==> config.mk <==
export PLATFORM = sky130hd
export DESIGN_NAME = operand_unpack
export DESIGN_NICKNAME = d
export VERILOG_FILES = /design/src/rtl/fp16_pkg.sv /design/src/rtl/fp16_classify.sv /design/src/rtl/operand_unpack.sv
export SDC_FILE = /design/constraint.sdc
export NUM_CORES = 1
export LEC_CHECK = 0
export CAP_MARGIN = 20
export CORE_MARGIN = 2
export CORE_UTILIZATION = 49
export DETAILED_ROUTE_END_ITERATION = 8
export HOLD_SLACK_MARGIN = 0.05
export MAX_ROUTING_LAYER = met4
export PLACE_DENSITY = 0.89
export SYNTH_ARGS = -nofsm -noshare
export SYNTH_HDL_FRONTEND = slang
export SYNTH_SLANG_ARGS = --single-unit
export TNS_END_PERCENT = 10
==> constraint.sdc <==
create_clock -name CLK -period 4 [get_ports CLK]
set_input_delay 0.6 -clock CLK [delete_from_list [all_inputs] [get_ports CLK]]
set_output_delay 0.6 -clock CLK [all_outputs]
set_load 0.1 [all_outputs]
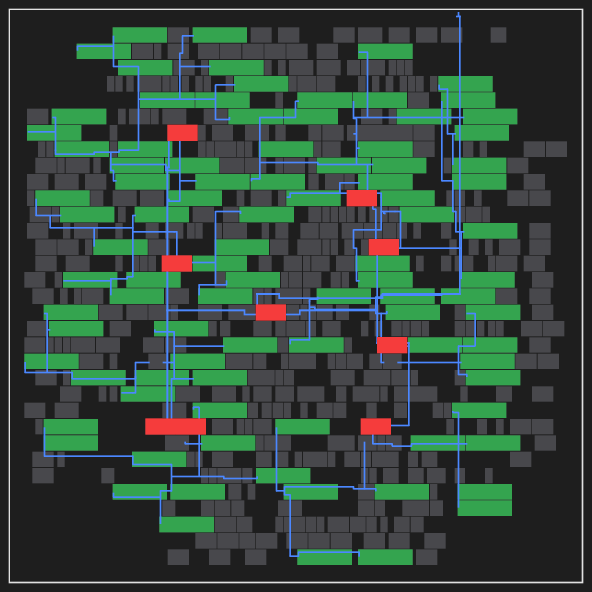
run_1/clock_wires.png
Drawn at 6 px/micron.
[green] flip-flops | count: 93
[blue] clock wires | length: 1000 microns
[red] clock-net drivers | count: 9
flops lie: all over the die
routed clock nets: 10
power share of the clock group: 19.5%
skew final: 0.00867 ns

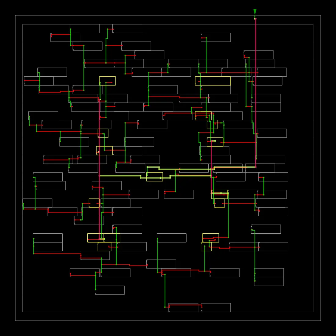
run_1/clock_nets.png
number of flip-flops and latches: 93
insertion delay to the later sink of the worst-skew pair: 0.36 ns

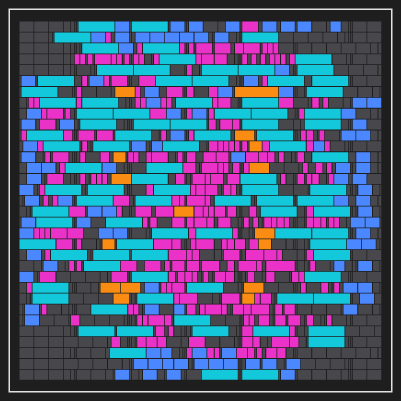
run_1/class_map.png
Drawn at 4 px/micron. Fill, decap, tap and diode cells in grey.
[orange] clock drivers and dummy loads | cells: 16
[magenta] remaining logic cells | cells: 280
[blue] remaining buffers and delay cells | cells: 103
[cyan] registers | cells: 93
sequential share of cell area: 43.5%
Core Rows: 33
fin area: 5350 sq um
post-layout util: 65.8%
core box area: 8130 sq um

==> results.tsv, run 1 <==
metric	value	unit
status	finished clean	
drt_pass1_iterations	5	
die_area	9080	sq um
total_power	3.37	mW
flop_cell	dfrtp_1	
avgViaCountPerCell	5.27	
drv_slew	0	
drive_gt1_share	11.4	%
cts_tree	done	
critPathMaxStageDelay	0.67	ns
cp_data_required_time	4.22	ns
slowest_stage	nor4b_1	
grt_util_all_layers	22.8	%
worstMarginPinSlew	1.02	ns
dpl-instance-area	5140	sq um
grt_pass1_wl	15300	microns
tns	0	ns
mostFrequentLayoutCells	112 x nand2_1, 96 x clkdlybuf4s50_1, 93 x dfrtp_1	
setup_viol	0	
synth.cell_area	4080	sq um
grt_pass1_vias	3119	
fp_util	50.2	%
h-tree-depth	3	
fin_nets	536	
port_buffers	98	
detailroute.via_count	3145	
arrival	3.31	ns
synthDistinctLibCells	45	
dr.first_iter.drc_count	216	
critPathMaxFanout	5	
die_w	95.3	microns
ys_async_sr_fraction	100	%
finalCritPeriodShare	77.2	%
irDropWorstVdd	0.000332	V
fmax	324	MHz
detailed_place_hpwl	6850	microns
syn_nets	443	
ant_nets	0	
min_period	3.09	ns
log.warning_count	28	
ys_warn_count	0	
antenna_found_initial	0	
lay_top_count	nand2_1	
cts_hold_buf	0	
yosysCellCount	394	
yosysSeqAreaShare	57.0	%
power_density	629	nW/um^2
yosysTopAreaCell	dfrtp_1	
overflow	0	
worst-path-stages	11	
ys_area	4080	sq um
die-height	95.3	microns
leakage	2.40	nW
area_growth_syn_to_layout	31.1	%
synth_top_area_share	57.0	%
ys_ff	93	
cts_setup_buffers	0	
startpoint_type	flop	
worstSetupEndpointType	flop	
cts_buffer_depth	2	
cts-root-buf	clkbuf_8	
hold_path_class	primary input to async pin	
cp_common_cell	ha_1	
maxSlewHeadroom	31.8	%
synth.area.top_cells	dfrtp_1 57%, nand2_1 10%, mux2_2 8.0%, ha_1 3.7%, o21ai_0 3.7%	
numCtsBuffers	9	
io_pins	99	
place_congestion	0.819	
path_clk_slew	0.10	ns
r2r_slack	0.91	ns
syn_inst	394	
hold_viol_final	0	
antenna_cells	0	
postCtsResizedCells	0	
grt_setup_unrepaired	false	
syn_area_per_cell	10.4	sq um
edf_count	0	
-- run 1: through the flow --
step	instances	hold slack (ns)	setup WS, ns
2_1_floorplan	394	0.304	1.19
3_3_place_gp	581	0.459	1.09
3_5_place_dp	581	0.462	1.00
4_1_cts	597	0.360	0.978
5_1_grt	597	0.404	0.733
6_report	597	0.328	0.913
-- run 1: where the power goes --
group,internal (mW),switching (mW)
clock,0.304,0.354
combinational,0.369,1.15
sequential,1.08,0.101
total,1.76,1.61
-- run 1: cell usage after synthesis, types with 2 or more instances --
master    number
nor4b_1        3
clkbuf_1      13
xnor2_1        3
a22o_1         3
xor2_1         3
nor4_1         3
nand4_1        2
o21bai_1       2
dfrtp_1       93
o21ai_0       30
and3_1         2
and2_1         3
nor3b_1        3
a21boi_0       2
ha_1          12
or3_1          2
nor3_1         8
nor2_1        14
nand3_1        4
mux2_2        29
nand2b_1       7
o31ai_1        2
buf_4          2
o31a_1         2
buf_1          6
nand2_1      113
inv_1         10
-- run 1: area by class of cell --
cell class	count	area, sq um
clock buffer	9	124
fill	632	2780
multi-input combinational	270	1630
tap	105	131
timing repair buffer	103	1010
sequential	93	2330
clock inverter	7	85.1
inverter	10	37.5
-- run 1: cells by family after synthesis --
family                   Yosys count  synth area share [%]
adder cells (fa/ha/maj)           13                  4.17
buffers and inverters             31                  3.03
AND/OR/NAND/NOR                  171                  18.7
flip-flops                        93                  57.0
XOR/XNOR                           6                  1.29
AND-OR/OR-AND                     51                  7.81
multiplexers                      29                  8.00
-- run 1: metal layers --
metal  GRT usage [%]  up-vias  wire length (microns)
li1                -     1513                      -
met5               -        -                      0
met4            8.70        0                    178
met1            31.0     1497                   4170
met3            3.24       15                    551
met2            34.9      120                   4560
## Run 2: what changed since run 1
- CORE_UTILIZATION: 49 -> 45
- PLACE_DENSITY: 0.89 -> 0.87
- clock period: 4 -> 2.7 ns (I/O delays scaled with it)
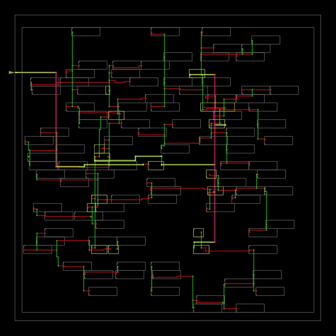
run_2/clock_nets.png
number of buffers created by CTS: 9
clock sinks: 93
skew final: 0.0143 ns
clk pwr: 947 uW
clk_buf instances: 10

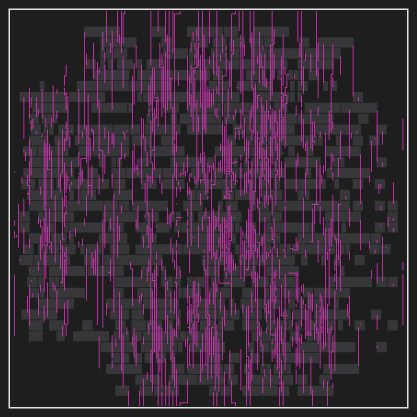
run_2/m2.png
Drawn at 4 px/micron.
wire length on this layer: 4660 microns
main direction: vertical
share of all routed wire: 47%
nets with wire on the layer: 468
via count: 3176
met2 usage: 33.4%

==> results.tsv, run 2 <==
metric	value	unit
die_w	99.3	microns
rows	34	
comb_area	1670	sq um
yosysTopAreaCell	dfrtp_1	
ys_warn_count	0	
place_congestion	0.891	
worstMarginPinSlew	0.625	ns
worstSetupEndpointType	flop	
h-tree-depth	3	
leakage	2.54	nW
combPwrFrac	45.3	%
mostFrequentLayoutCells	112 x nand2_1, 92 x dfrtp_1, 82 x buf_4	
cp_common_cell	ha_1	
synth.area.top_cells	dfrtp_1 57%, nand2_1 10%, mux2_2 8.0%, ha_1 3.7%, o21ai_0 3.7%	
dr.first_iter.drc_count	158	
yosysSeqAreaShare	57.0	%
lay_top_count	nand2_1	
cts-root-buf	clkbuf_8	
critPathMaxFanout	5	
die-height	99.3	microns
yosysCellCount	394	
grt_pass1_wl	16200	microns
antenna_found_initial	0	
final_cells	614	
layout_setup_ws	0.131	ns
fmax	389	MHz
finalCritPeriodShare	95.2	%
common_cells	113 x nand2_1, 93 x dfrtp_1, 30 x o21ai_0, 29 x mux2_2, 14 x nor2_1	
flop_area	2330	sq um
arrival	2.87	ns
seqPwrFrac	35.6	%
tns	0	ns
avgViaCountPerCell	5.17	
ant_nets	0	
internal-power	2.56	mW
grt_setup_unrepaired	false	
setup_viol	0	
cp_data_required_time	3.00	ns
critPathMaxStageDelay	0.48	ns
clockPowerShare	19.1	%
path_clk_slew	0.09	ns
status	finished clean	
top_cell	nand2_1	
startpoint_type	flop	
cts_tree	done	
drive_gt1_share	28.7	%
power_density	926	nW/um^2
flop_cell	dfrtp_1	
die_area	9850	sq um
core-area	8760	sq um
switching_share	48.3	%
reg2reg_depth	10	
synth.cell_area	4080	sq um
placed_cells	597	
syn_nets	443	
fp_util	46.6	%
p_sw	2.40	mW
antenna_cells	0	
fin_nets	550	
slowest_stage	or4_1	
io_pins	99	
r2r_slack	0.13	ns
maxSlewHeadroom	58.3	%
grt_util_all_layers	21.4	%
ys_area	4080	sq um
overflow	0	
fillers	742	
syn_inst	394	
irDropWorstVdd	0.000464	V
ys_async_sr_fraction	100	%
edf_count	0	
total_power	4.96	mW
log.warning_count	29	
ys_ff	93	
clkLatencyLatePin	0.36	ns
hold_viol_final	0	
synth_top_area_share	57.0	%
drv_slew	0	
pre_cts_slack	0.00494	ns
grt_pass1_vias	3217	
synthDistinctLibCells	45	
[run 2: netlist changes by cell type in the layout (fill, tap and decap cells not counted), sizes merged]
cell / delta
buf: +76
inv: -4
clkinvlp: +1
clkinv: +2
clkdlybuf4s50: -62
clkbuf: +1
[run 2: routing by layer]
layer | wire (microns) | part of all wire (%) | vias up | global-route usage [%]
met5 | 0 | 0 | - | -
met4 | 110 | 1.1 | 0 | 6.11
met3 | 611 | 6.2 | 11 | 5.41
met2 | 4660 | 47 | 91 | 33.4
met1 | 4520 | 46 | 1534 | 28.1
li1 | - | - | 1540 | -
[run 2: logic make-up (layout without fill, tap and decap cells)]
family / Yosys count / in the layout / synth area share (%)
compound gates: 51 / 51 / 7.81
buf+inv: 31 / 143 / 3.03
mux: 29 / 29 / 8.00
simple gates: 171 / 171 / 18.7
xor+xnor: 6 / 6 / 1.29
flops: 93 / 93 / 57.0
fa+ha+maj: 13 / 13 / 4.17
[run 2: cell type report]
type | count | share of cell area, %
inverter | 10 | 0.701
sequential | 93 | 43.5
clock inverter | 6 | 1.36
tap | 108 | 2.53
timing repair buffer | 117 | 18.2
clock buffer | 10 | 2.38
multi-input combinational | 270 | 31.3
[run 2: timing repair]
action                                  in CTS  in global routing
resized                                      2                 13
buffers inserted                             0                  1
endpoints found under the setup margin       1                  3
pin swaps                                    0                  4
hold buffers                                 0                  0
[run 2: worst max-delay path: cells and delay by family (launching register included)]
family | cells | cell delay, ns
AND/OR/NAND/NOR | 4 | 0.90
adder cells (fa/ha/maj) | 3 | 0.70
AND-OR/OR-AND | 3 | 0.46
flip-flops | 1 | 0.45
[run 2: per-stage QoR]
stage | instance area (sq um) | utilization, % | hold WS (ns)
after floorplan | 4090 | - | 0.109
after global placement | 5100 | 58.3 | 0.451
after global routing | 5350 | 61.1 | 0.101
after detailed placement | 5100 | 58.3 | 0.467
after CTS | 5310 | 60.6 | 0.0738
final | 5350 | 61.1 | 0.0540
[run 2: power groups by stage]
stage	registers [mW]	clock network [mW]	logic [mW]
finish	1.76	0.947	2.25
floorplan	2.98	0	0.483
CTS	1.77	0.960	2.23
global placement	1.78	0	2.20
detailed placement	1.79	0	2.23
global route	1.80	1.02	2.35
No activity file was given, so power comes from the tool's default toggle rates.
